**Run 1: clock nets**

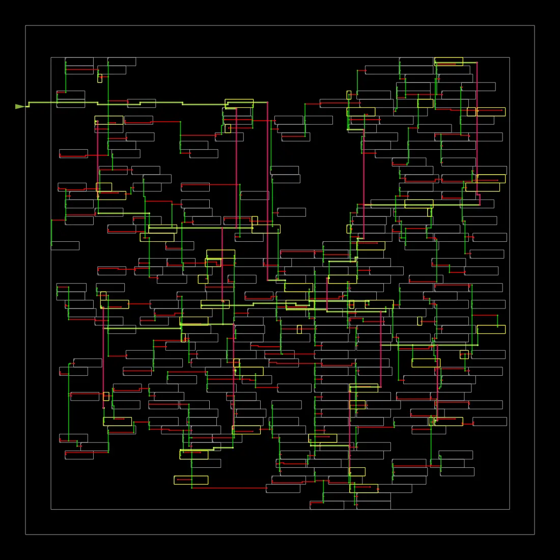
**Run 1: signal wires by layer**

Bar = 50 um. Only two layers are drawn.
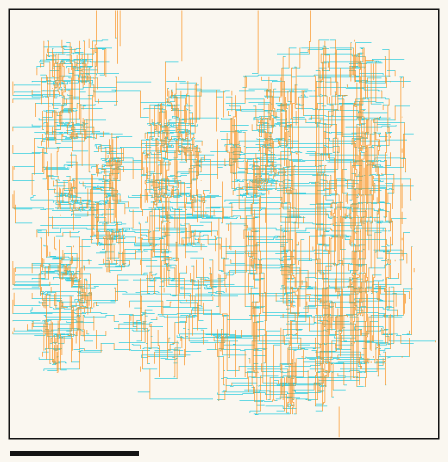
**Run 1: metal 3**

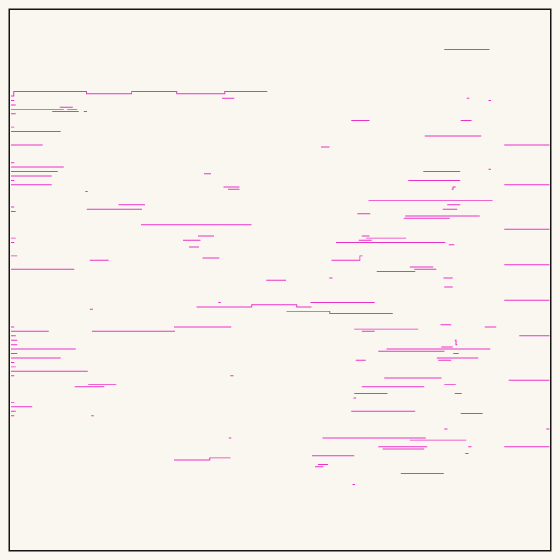
## config.mk

```make
export PLATFORM = sky130hd
export DESIGN_NAME = rec_tran_param
export DESIGN_NICKNAME = d
export VERILOG_FILES = /design/src/rtl/rec_tran_param.sv
export SDC_FILE = /design/constraint.sdc
export NUM_CORES = 1
export LEC_CHECK = 0
export CORE_MARGIN = 8
export CORE_UTILIZATION = 50
export CTS_CLUSTER_SIZE = 14
export DETAILED_ROUTE_END_ITERATION = 12
export HOLD_SLACK_MARGIN = 0.06
export PLACE_DENSITY = 0.68
export REMOVE_ABC_BUFFERS = 1
export SYNTH_ARGS = -nofsm -noshare
export SYNTH_HDL_FRONTEND = slang
export SYNTH_SLANG_ARGS = --single-unit
```

## constraint.sdc

```tcl
create_clock -name i_clk -period 4.8 [get_ports i_clk]
set_input_delay 1.44 -clock i_clk [delete_from_list [all_inputs] [get_ports i_clk]]
set_output_delay 1.44 -clock i_clk [all_outputs]
set_load 0.1 [all_outputs]
```

## src/rtl/rec_tran_param.sv

```systemverilog
// Serial frame receiver: synchronises the line, hunts a start pattern, deserialises a
// fixed-length frame into a FWFT byte FIFO and optionally returns a 3-symbol ARQ ack.
module rec_tran_param #(
  parameter int unsigned                PAT_BYTES      = 6,
  parameter logic [PAT_BYTES*8-1:0]     START_PATTERN  = 48'hF6F6F6282828,
  parameter int unsigned                FRAME_BYTES    = 4158,
  parameter int unsigned                FIFO_DEPTH     = 16,
  parameter int unsigned                SYNC_STAGES    = 2,
  parameter int unsigned                ACK_SYM_CYCLES = 1,
  parameter int unsigned                CRC_TIMEOUT    = 1024
) (
  input  logic        i_clk,
  input  logic        i_rst_n,
  input  logic        i_otn_tx_data,
  output logic        o_otn_rx_ack,
  output logic [7:0]  o_frame_data,
  output logic        o_frame_last,
  output logic        o_frame_data_valid,
  input  logic        i_frame_data_ready,
  input  logic        i_arq_en,
  input  logic        i_arq_en_valid,
  input  logic        i_crc_err,
  input  logic        i_crc_err_valid,
  output logic        o_locked,
  output logic        o_overflow,
  output logic [15:0] o_frames_good,
  output logic [15:0] o_frames_bad
);

  localparam int unsigned WinW = PAT_BYTES * 8;
  localparam int unsigned PtrW = $clog2(FIFO_DEPTH);
  localparam int unsigned AckW = $clog2(ACK_SYM_CYCLES + 1);
  localparam int unsigned ToW  = $clog2(CRC_TIMEOUT + 1);

  typedef enum logic [1:0] {StHunt, StGetFrame, StWaitCrc, StSendAck} state_t;

  state_t            r_state, w_state_d;
  logic [SYNC_STAGES-1:0] r_sync;
  logic [WinW-1:0]   r_win;
  logic [WinW-1:0]   w_win_nxt;
  logic              w_bit;
  logic              w_match;
  logic [2:0]        r_bit_cnt, w_bit_cnt_d;
  logic [15:0]       r_byte_cnt, w_byte_cnt_d;
  logic [ToW-1:0]    r_to, w_to_d;
  logic [1:0]        r_sym, w_sym_d;
  logic [AckW-1:0]   r_hold, w_hold_d;
  logic              r_good, w_good_d;
  logic              r_ack, w_ack_d;
  logic              r_arq;
  logic              r_overflow;
  logic [15:0]       r_good_cnt, r_bad_cnt;
  logic              w_inc_good, w_inc_bad;
  logic              w_last_byte;
  logic              w_wr;
  logic [8:0]        w_wdata;

  logic [8:0]        r_mem [FIFO_DEPTH];
  logic [PtrW:0]     r_wr_ptr, r_rd_ptr;
  logic [PtrW:0]     w_count;
  logic              w_full, w_empty, w_pop, w_push;

  assign w_bit       = r_sync[SYNC_STAGES-1];
  assign w_win_nxt   = {r_win[WinW-2:0], w_bit};
  // Compare against the value being loaded so the next bit is payload bit 7.
  assign w_match     = (w_win_nxt == START_PATTERN);
  assign w_last_byte = (r_byte_cnt == 16'(FRAME_BYTES - 1));
  assign w_wdata     = {w_last_byte, r_win[6:0], w_bit};

  always_ff @(posedge i_clk or negedge i_rst_n) begin
    if (!i_rst_n) begin
      r_sync <= '1;
      r_win  <= '1;
      r_arq  <= 1'b0;
    end else begin
      r_sync <= {r_sync[SYNC_STAGES-2:0], i_otn_tx_data};
      r_win  <= w_win_nxt;
      if (i_arq_en_valid) r_arq <= i_arq_en;
    end
  end

  always_comb begin
    w_state_d    = r_state;
    w_bit_cnt_d  = r_bit_cnt;
    w_byte_cnt_d = r_byte_cnt;
    w_to_d       = r_to;
    w_sym_d      = r_sym;
    w_hold_d     = r_hold;
    w_good_d     = r_good;
    w_ack_d      = 1'b1;
    w_wr         = 1'b0;
    w_inc_good   = 1'b0;
    w_inc_bad    = 1'b0;
    case (r_state)
      StHunt: begin
        if (w_match) begin
          w_state_d    = StGetFrame;
          w_bit_cnt_d  = '0;
          w_byte_cnt_d = '0;
        end
      end
      StGetFrame: begin
        w_bit_cnt_d = r_bit_cnt + 3'd1;
        if (r_bit_cnt == 3'd7) begin
          w_wr         = 1'b1;
          w_byte_cnt_d = r_byte_cnt + 16'd1;
          if (w_last_byte) begin
            if (r_arq) begin
              w_state_d = StWaitCrc;
              w_to_d    = '0;
            end else begin
              w_state_d  = StHunt;
              w_inc_good = 1'b1;
            end
          end
        end
      end
      StWaitCrc: begin
        w_to_d = r_to + ToW'(1);
        if (i_crc_err_valid || (r_to == ToW'(CRC_TIMEOUT - 1))) begin
          w_state_d = StSendAck;
          w_good_d  = i_crc_err_valid && !i_crc_err;
          w_sym_d   = 2'd0;
          w_hold_d  = '0;
        end
      end
      StSendAck: begin
        w_ack_d = (r_sym == 2'd1) ? r_good : 1'b0;
        if (r_hold == AckW'(ACK_SYM_CYCLES - 1)) begin
          w_hold_d = '0;
          if (r_sym == 2'd2) begin
            w_state_d  = StHunt;
            w_inc_good = r_good;
            w_inc_bad  = !r_good;
          end else begin
            w_sym_d = r_sym + 2'd1;
          end
        end else begin
          w_hold_d = r_hold + AckW'(1);
        end
      end
      default: w_state_d = StHunt;
    endcase
  end

  always_ff @(posedge i_clk or negedge i_rst_n) begin
    if (!i_rst_n) begin
      r_state    <= StHunt;
      r_bit_cnt  <= '0;
      r_byte_cnt <= '0;
      r_to       <= '0;
      r_sym      <= '0;
      r_hold     <= '0;
      r_good     <= 1'b0;
      r_ack      <= 1'b1;
      r_good_cnt <= '0;
      r_bad_cnt  <= '0;
    end else begin
      r_state    <= w_state_d;
      r_bit_cnt  <= w_bit_cnt_d;
      r_byte_cnt <= w_byte_cnt_d;
      r_to       <= w_to_d;
      r_sym      <= w_sym_d;
      r_hold     <= w_hold_d;
      r_good     <= w_good_d;
      r_ack      <= w_ack_d;
      if (w_inc_good && (r_good_cnt != 16'hFFFF)) r_good_cnt <= r_good_cnt + 16'd1;
      if (w_inc_bad && (r_bad_cnt != 16'hFFFF))   r_bad_cnt  <= r_bad_cnt + 16'd1;
    end
  end

  // FIFO: pointers carry one extra wrap bit to tell full from empty.
  assign w_count = r_wr_ptr - r_rd_ptr;
  assign w_empty = (r_wr_ptr == r_rd_ptr);
  assign w_full  = (w_count == (PtrW + 1)'(FIFO_DEPTH));
  assign w_pop   = !w_empty && i_frame_data_ready;
  assign w_push  = w_wr && (!w_full || w_pop);

  always_ff @(posedge i_clk) begin
    if (w_push) r_mem[r_wr_ptr[PtrW-1:0]] <= w_wdata;
  end

  always_ff @(posedge i_clk or negedge i_rst_n) begin
    if (!i_rst_n) begin
      r_wr_ptr   <= '0;
      r_rd_ptr   <= '0;
      r_overflow <= 1'b0;
    end else begin
      if (w_push) r_wr_ptr <= r_wr_ptr + (PtrW + 1)'(1);
      if (w_pop)  r_rd_ptr <= r_rd_ptr + (PtrW + 1)'(1);
      r_overflow <= w_wr && !w_push;
    end
  end

  assign o_frame_data_valid = !w_empty;
  assign o_frame_data       = w_empty ? 8'h00 : r_mem[r_rd_ptr[PtrW-1:0]][7:0];
  assign o_frame_last       = w_empty ? 1'b0 : r_mem[r_rd_ptr[PtrW-1:0]][8];
  assign o_otn_rx_ack       = r_ack;
  assign o_locked           = (r_state == StGetFrame);
  assign o_overflow         = r_overflow;
  assign o_frames_good      = r_good_cnt;
  assign o_frames_bad       = r_bad_cnt;

endmodule
```

==> metrics.yaml, run 1 <==
design_area_sq_um: 13100
drive_above_1_share: 0.238
final-max-slew-violation-count: 0
common_cells: "edfxtp_1, dfrtp_1, dfstp_2"
required_ps: 3360
cp-endpoint: "o_frame_data[1]"
timing.final.crit_period_ps: 4250
cts_resized: 0
crit_path_max_fanout: 32
overflow: 0
ys_seq_frac: 0.682
rows: 54
die_h_um: 165
avgViaCountPerCell: 5.85
syn-cell-area_sq_um: 11200
grt_pass1_vias: 6599
fp_util: 0.510
antenna_cells: 0
clockBufferDepth: 3
tightest_slew_ps: 1010
grt_pass1_wl_mm: 36.2
synth_top_area_share: 0.387
crit_type: "flop to output pin"
place_congestion: 0.799
numCtsBuffers: 29
grt_max_degree: 85
wirelength_mm: 22.3
outcome: "complete, no violations"
chipArea_sq_um: 27400
clkSlewWorstSetupHoldPaths_ps: 60
htreeDepth: 1
r2r_slack_ps: 1620
final_cell_mix: "edfxtp_1, dfrtp_1, dfstp_2"
post-cts-setup-buffer-count: 0
post-route-util: 0.598
finalSetupViolations: 0
synth.yosys.chip_area_sq_um: 11200
dp_hpwl_mm: 14.6
reg2regPathDepth: 5
log.warning_count: 30
yosys.area.top_type: "edfxtp_1"
p_total_mw: 6.89
io_buffers: 52
synthFlopType: "edfxtp_1"
Notes on 'clock nets' above:
CTS Sinks: 273
clock buffers: 43
Seq cells: 273
Insertion Delay late pin: 550 ps

Notes on 'signal wires by layer' above:
M2: drawn in orange, wire length 11,000 um. M1: drawn in cyan, wire length 9,480 um.

Notes on 'metal 3' above:
The wires run mostly horizontal. The longest straight run is 37.7 um. The layer carries 1,220 um of wire.

[run 1: sequential cells by signal, summed over array words and instances (netlist names), 2 cells and up, named ones only]
register and flops:
r_to 11, r_byte_cnt 16, r_rd_ptr 5, r_sync 2, r_bit_cnt 3, o_frames_bad 16
r_wr_ptr 5, o_frames_good 16, r_win 47, r_mem 144, r_sym 2
[run 1: how the worst min path moves through the flow]
stage | startpoint | end | slack, ps | cells past startpoint
final | r_win[33] | r_win[34] | 350 | 0
after global routing | r_win[8] | r_win[9] | 350 | 0
after CTS | r_win[35] | r_win[36] | 350 | 0
after detailed placement | r_sync[0] | r_sync[1] | 350 | 0
after global placement | r_sync[0] | r_sync[1] | 350 | 0
after floorplan | r_sync[0] | r_sync[1] | 350 | 0
[run 1: routing by layer]
layer  up-vias  wire, um  global-route usage
li1       2794         -                   -
met1      3197      9480               0.221
met2       201     11000               0.279
met3        40      1220              0.0345
met4         0       627              0.0540
met5         -         0                   0
[run 1: logic make-up after synthesis]
kind of cell / synth area share
xor+xnor: 0.0397
mux: 0.0980
compound gates: 0.0386
simple gates: 0.105
flops: 0.682
buf+inv: 0.0164
fa+ha+maj: 0.0202
[run 1: power breakdown]
| group | total (mW) | internal, mW | switching [mW] |
|---|---|---|---|
| logic | 2.00 | 0.846 | 1.15 |
| registers | 2.66 | 2.54 | 0.116 |
| clock network | 2.23 | 1.35 | 0.881 |
| total | 6.89 | 4.74 | 2.15 |
[run 1: critical path, stage by stage, from the launching register on]
cell     delay, ps
dfrtp_2        550
buf_12         290
mux4_2         580
mux4_2         460
nor2b_1        170
buf_12         170
[run 1: final cells by class]
class	count	area, sq um
multi-input combinational	380	3380
fill	1634	8810
clock buffer	43	828
clock inverter	11	139
sequential	273	7620
inverter	17	63.8
tap	280	350
timing repair buffer	61	708
--- run 2 (diff from run 1) ---
- CELL_PAD_IN_SITES_DETAIL_PLACEMENT: default -> 0
- CELL_PAD_IN_SITES_GLOBAL_PLACEMENT: default -> 2
- CORE_UTILIZATION: 50 -> 45
- PLACE_DENSITY: 0.68 -> default
- PLACE_DENSITY_LB_ADDON: default -> 0.1
**Run 2: clock nets**

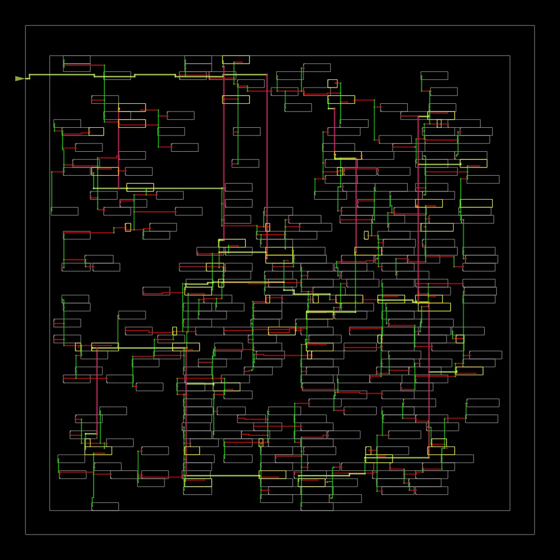
Inserted Clock Buffers: 30
clock buffers: 42
Clock Skew: 8.19 ps
Insertion Delay late pin: 540 ps

**Run 2: supply network**

Bar = 50 um. Pins as bars on the die edge.
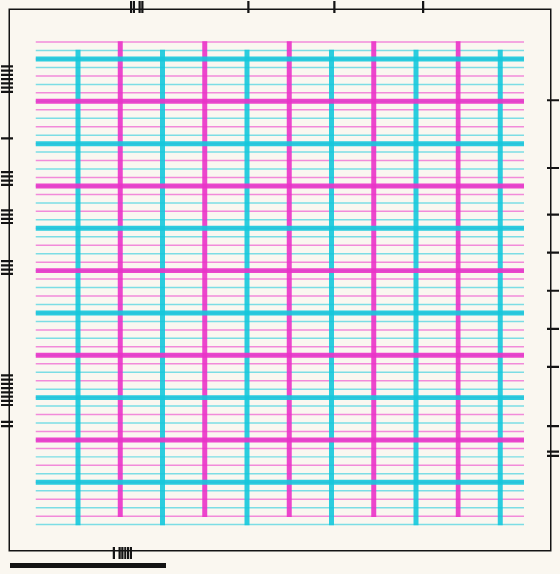
VSS: drawn in cyan. VDD: drawn in magenta.
11 straps on met5. The core has 57 rows. 58 met1 rails follow the rows. 11 straps on met4. 53 signal pins sit on the boundary.

==> run 2 against run 1 <==
Register-to-register slack lost 230 ps. Clock power grew 4%. Synthesized area is the same. Clock-buffer cell count shrank 1. Worst hold slack gained 4.7 ps. Critical path type unchanged. Sequential power is essentially flat. Cell count grew 4.6%. Combinational power is essentially flat.
==> metrics.yaml, run 2 <==
required_ps: 3360  # about the same
crit_path_max_fanout: 35  # +9.4%
ys_seq_frac: 0.682  # unchanged
antenna_cells: 0  # unchanged
outcome: "complete, no violations"
post-cts-setup-buffer-count: 0  # unchanged
final_cell_mix: "edfxtp_1, dfrtp_1, dfstp_2"
clkSlewWorstSetupHoldPaths_ps: 60  # about the same
cts_resized: 0  # unchanged
worstHoldEndpoint: "r_win[9]"
design_area_sq_um: 13200  # +0.98%
hold_depth: 0  # unchanged
clockBufferDepth: 3  # unchanged
wirelength_mm: 23.0  # +2.9%
synth_top_area_share: 0.387  # unchanged
place_congestion: 0.762  # -4.6%
htreeDepth: 1  # unchanged
cp-endpoint: "o_frame_data[7]"
rows: 57  # +5.6%
finalSetupViolations: 0  # unchanged
r2r_slack_ps: 1390  # -230 ps
final-max-slew-violation-count: 0  # unchanged
post-route-util: 0.543  # -0.0544
io_buffers: 52  # unchanged
largest_reg_flops: 144  # unchanged
use_met3: 0.0309  # -0.00353
dp_hpwl_mm: 15.0  # +2.5%
yosys.area.top_type: "edfxtp_1"
grtUsageMet2: 0.261  # -0.0182
tightest_slew_ps: 1010  # -3.06 ps
overflow: 0  # unchanged
grt_pass1_wl_mm: 36.7  # +1.3%
log.warning_count: 30  # unchanged
num-fill-cells: 1937  # +19%
die_h_um: 174  # +4.9%
grt_max_degree: 66  # -22%
fp_util: 0.459  # -0.0509
clock_sinks: 273  # unchanged
synth.yosys.chip_area_sq_um: 11200  # unchanged
hold_path_startpoint: "r_win[8]"
avgViaCountPerCell: 5.44  # -7.1%
crit_type: "flop to output pin"
timing.final.crit_period_ps: 4170  # -82.1 ps
**Run 2: signal wires by layer**

Bar = 50 um. Only two layers are drawn.
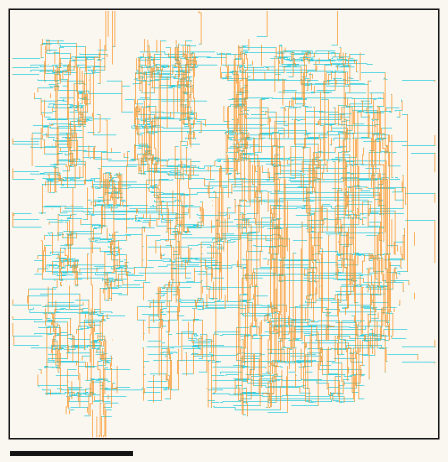
M1: drawn in cyan, wire length 9,890 um. M2: drawn in orange, wire length 11,500 um.

## run 2: kinds of logic (layout without fill, tap and decap cells)
family / after synthesis / count (layout) / share of synthesized area
flip-flops: 273 / 273 / 0.682
AND/OR/NAND/NOR: 203 / 203 / 0.105
AND-OR/OR-AND: 58 / 58 / 0.0386
multiplexers: 52 / 52 / 0.0980
XOR/XNOR: 49 / 49 / 0.0397
buffers and inverters: 40 / 137 / 0.0164
adder cells (fa/ha/maj): 18 / 18 / 0.0202
## run 2: cell type report
class / instances / area, sq um / share of cell area
Sequential cell: 273 / 7620 / 0.576
Multi-Input combinational cell: 380 / 3380 / 0.256
Clock buffer: 42 / 868 / 0.0657
Timing Repair Buffer: 64 / 718 / 0.0544
Tap cell: 324 / 405 / 0.0307
Clock inverter: 14 / 161 / 0.0122
Inverter: 17 / 63.8 / 0.00483
## run 2: worst max-delay path: stages (launching register included)
cell and delay, ps:
dfrtp_2 450, buf_12 300, mux4_2 560, mux4_2 500, nor2b_1 180, buf_12 170
## run 2: through the flow
stage | power [mW] | cells | setup TNS (ps)
finish | 6.95 | 1114 | 0
global route | 7.23 | 1114 | 0
CTS | 7.04 | 1114 | 0
detailed placement | 4.71 | 1058 | 0
global placement | 4.69 | 1058 | 0
floorplan | 4.05 | 670 | -4820
## run 2: routing by layer
| metal | share of wire | routed length [um] | vias to the layer above |
|---|---|---|---|
| met4 | 0.019 | 431 | 0 |
| met5 | 0 | 0 | - |
| met1 | 0.43 | 9890 | 3064 |
| met3 | 0.051 | 1160 | 29 |
| li1 | - | - | 2814 |
| met2 | 0.50 | 11500 | 149 |
## run 2: report_power, final
| group | internal (mW) | switching (mW) |
|---|---|---|
| clock network | 1.42 | 0.896 |
| registers | 2.54 | 0.108 |
| logic | 0.843 | 1.14 |
| total | 4.81 | 2.14 |
--- run 3 (diff from run 2) ---
- CORE_MARGIN: 8 -> 2
- CORE_UTILIZATION: 45 -> 40
- CTS_CLUSTER_DIAMETER: default -> 150
- clock period: 4.8 -> 3.41 ns (I/O delays scaled with it)
**Run 3: supply network**

Bar = 50 um. Pins as bars on the die edge.
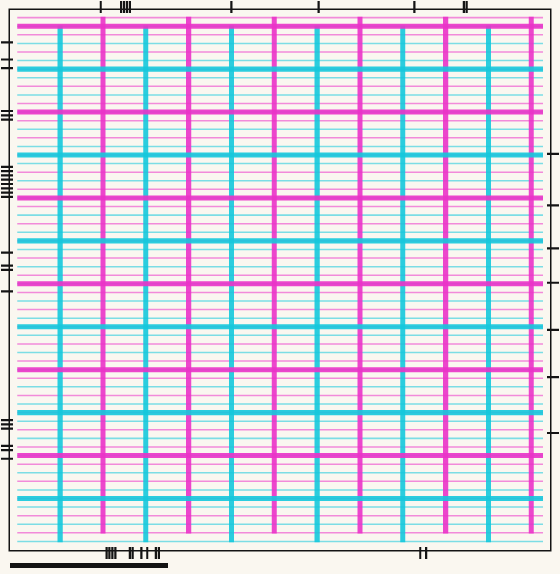
VSS: drawn in cyan. VDD: drawn in magenta.
12 straps on met4. 53 signal pins sit on the boundary.

**Run 3: signal wires by layer**

Bar = 50 um. Only two layers are drawn.
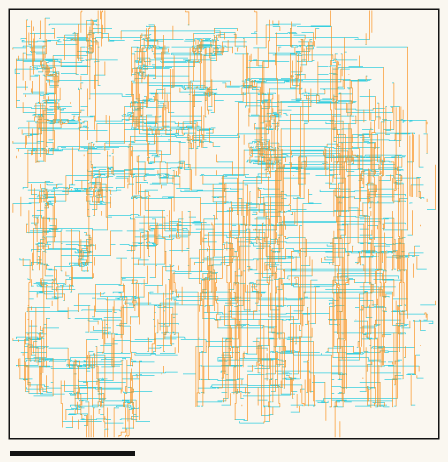
M1: drawn in cyan, wire length 9,810 um. M2: drawn in orange, wire length 12,100 um.

==> run 3 against run 2 <==
Routed wire length increased by 1.4%. First-iteration DRC count increased by 27%. Cell area decreased by 0.67%. The run now ends with negative setup slack left. Synthesized cell count unchanged. Clock skew increased by 12 ps. Flip-flop count unchanged.
==> metrics.yaml, run 3 <==
outcome: "finished with violations"
violations: "negative setup slack"
comb_share: 0.258  # +0.00230
p_int_mw: 6.17  # +28%
hold_depth: 0  # unchanged
clk-power_mw: 2.44  # +5%
swShare: 0.323  # +0.0153
clkSlewWorstSetupHoldPaths_ps: 60  # about the same
inv_count: 17  # unchanged
timing.final.crit_period_ps: 3570
worst-path-buf-inv: 3  # +1
cpPeakStageDelay_ps: 500  # -60 ps
bufAreaShareNonClock: 0.0698  # +0.0154
finalSetupViolations: 9  # +9
largest_reg_flops: 144  # unchanged
final_cell_mix: "edfxtp_1, dfrtp_1, buf_4"
clkbuf_count: 40  # -4.8%
clkLatencyLatePin_ps: 530  # about the same
final.setup.worst_slack_ps: -163
top_power_group: "registers"
tightest_slew_ps: 726  # -280 ps
overflow: 0  # unchanged
power_switching_mw: 2.95  # +38%
cpMaxStageDelayCell: "mux4_2"
ys_seq_frac: 0.682  # unchanged
power.share.sequential: 0.404  # +0.023
dp_hpwl_mm: 15.1  # +0.93%
fin_cells: 1181  # +6.0%
required_ps: 2390  # -970 ps
yosys.area.top_type: "edfxtp_1"
clockBufferDepth: 3  # unchanged
clock_sinks: 273  # unchanged
p_total_mw: 9.12  # +31%
comb_cells: 380  # unchanged
tap_cells: 378  # +17%
comb_cell_power_mw: 2.99  # +51%
**Run 3: signal wires on met2**

Bar = 50 um.
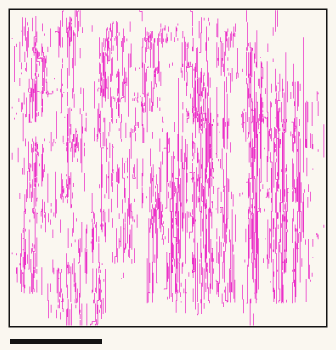
The layer holds 52% of the routed length. The longest straight run is 73.1 um. The layer carries 12,100 um of wire. The wires run mostly vertical. 697 nets have wire on it.

run 3: cell count changes in the layout (fill, tap and decap cells not counted), sizes merged:
cell | previous run | this run
buf | 24 | 84
bufinv | 3 | 0
clkbuf | 42 | 41
clkdlybuf4s50 | 40 | 6
clkinv | 10 | 0
clkinvlp | 1 | 0
inv | 17 | 19
run 3: worst paths after layout:
kind                             start         endpoint  slack [ps]
setup / recovery           r_rd_ptr[0]  o_frame_data[1]        -160
hold / removal                r_win[9]        r_win[10]         350
setup reg to reg             r_win[30]    r_byte_cnt[1]         620
hold reg to reg               r_win[9]        r_win[10]         350
max in group asynchronous      i_rst_n        r_win[36]        2030
min in group asynchronous      i_rst_n      r_rd_ptr[2]         550
run 3: cell families (layout without fill, tap and decap cells):
group                      count (synthesis)  in the layout  share of synthesized area
and+or+nand+nor                          203            203                      0.105
muxes                                     52             52                     0.0980
buffers and inverters                     40            150                     0.0164
DFF                                      273            273                      0.682
adders and majority gates                 18             18                     0.0202
xor gates and xnor gates                  49             49                     0.0397
AOI/OAI and AO/OA                         58             58                     0.0386
run 3: what timing repair did:
action                                  4_1_cts  5_1_grt
endpoints found under the setup margin        9        9
cloned                                        0        1
setup buffers                                 0        1
resized                                       0        2
run 3: per-layer routing:
| layer | global-route usage | share of wire |
|---|---|---|
| met1 | 0.208 | 0.42 |
| met2 | 0.299 | 0.52 |
| met3 | 0.0231 | 0.038 |
| met4 | 0.0464 | 0.022 |
| met5 | 0 | 0 |
run 3: per-stage QoR:
step                cell area [sq um]  setup TNS (ps)  hold slack [ps]  setup slack (ps)
CTS                             13100           -1340              349              -184
finish                          13100           -1080              355              -163
global placement                12400               0              346               409
detailed placement              12400               0              350               376
floorplan                       11000         -148150              345             -1590
global route                    13100           -1760              354              -212
Power figures rest on the tool's default switching activity, not on a simulated workload.
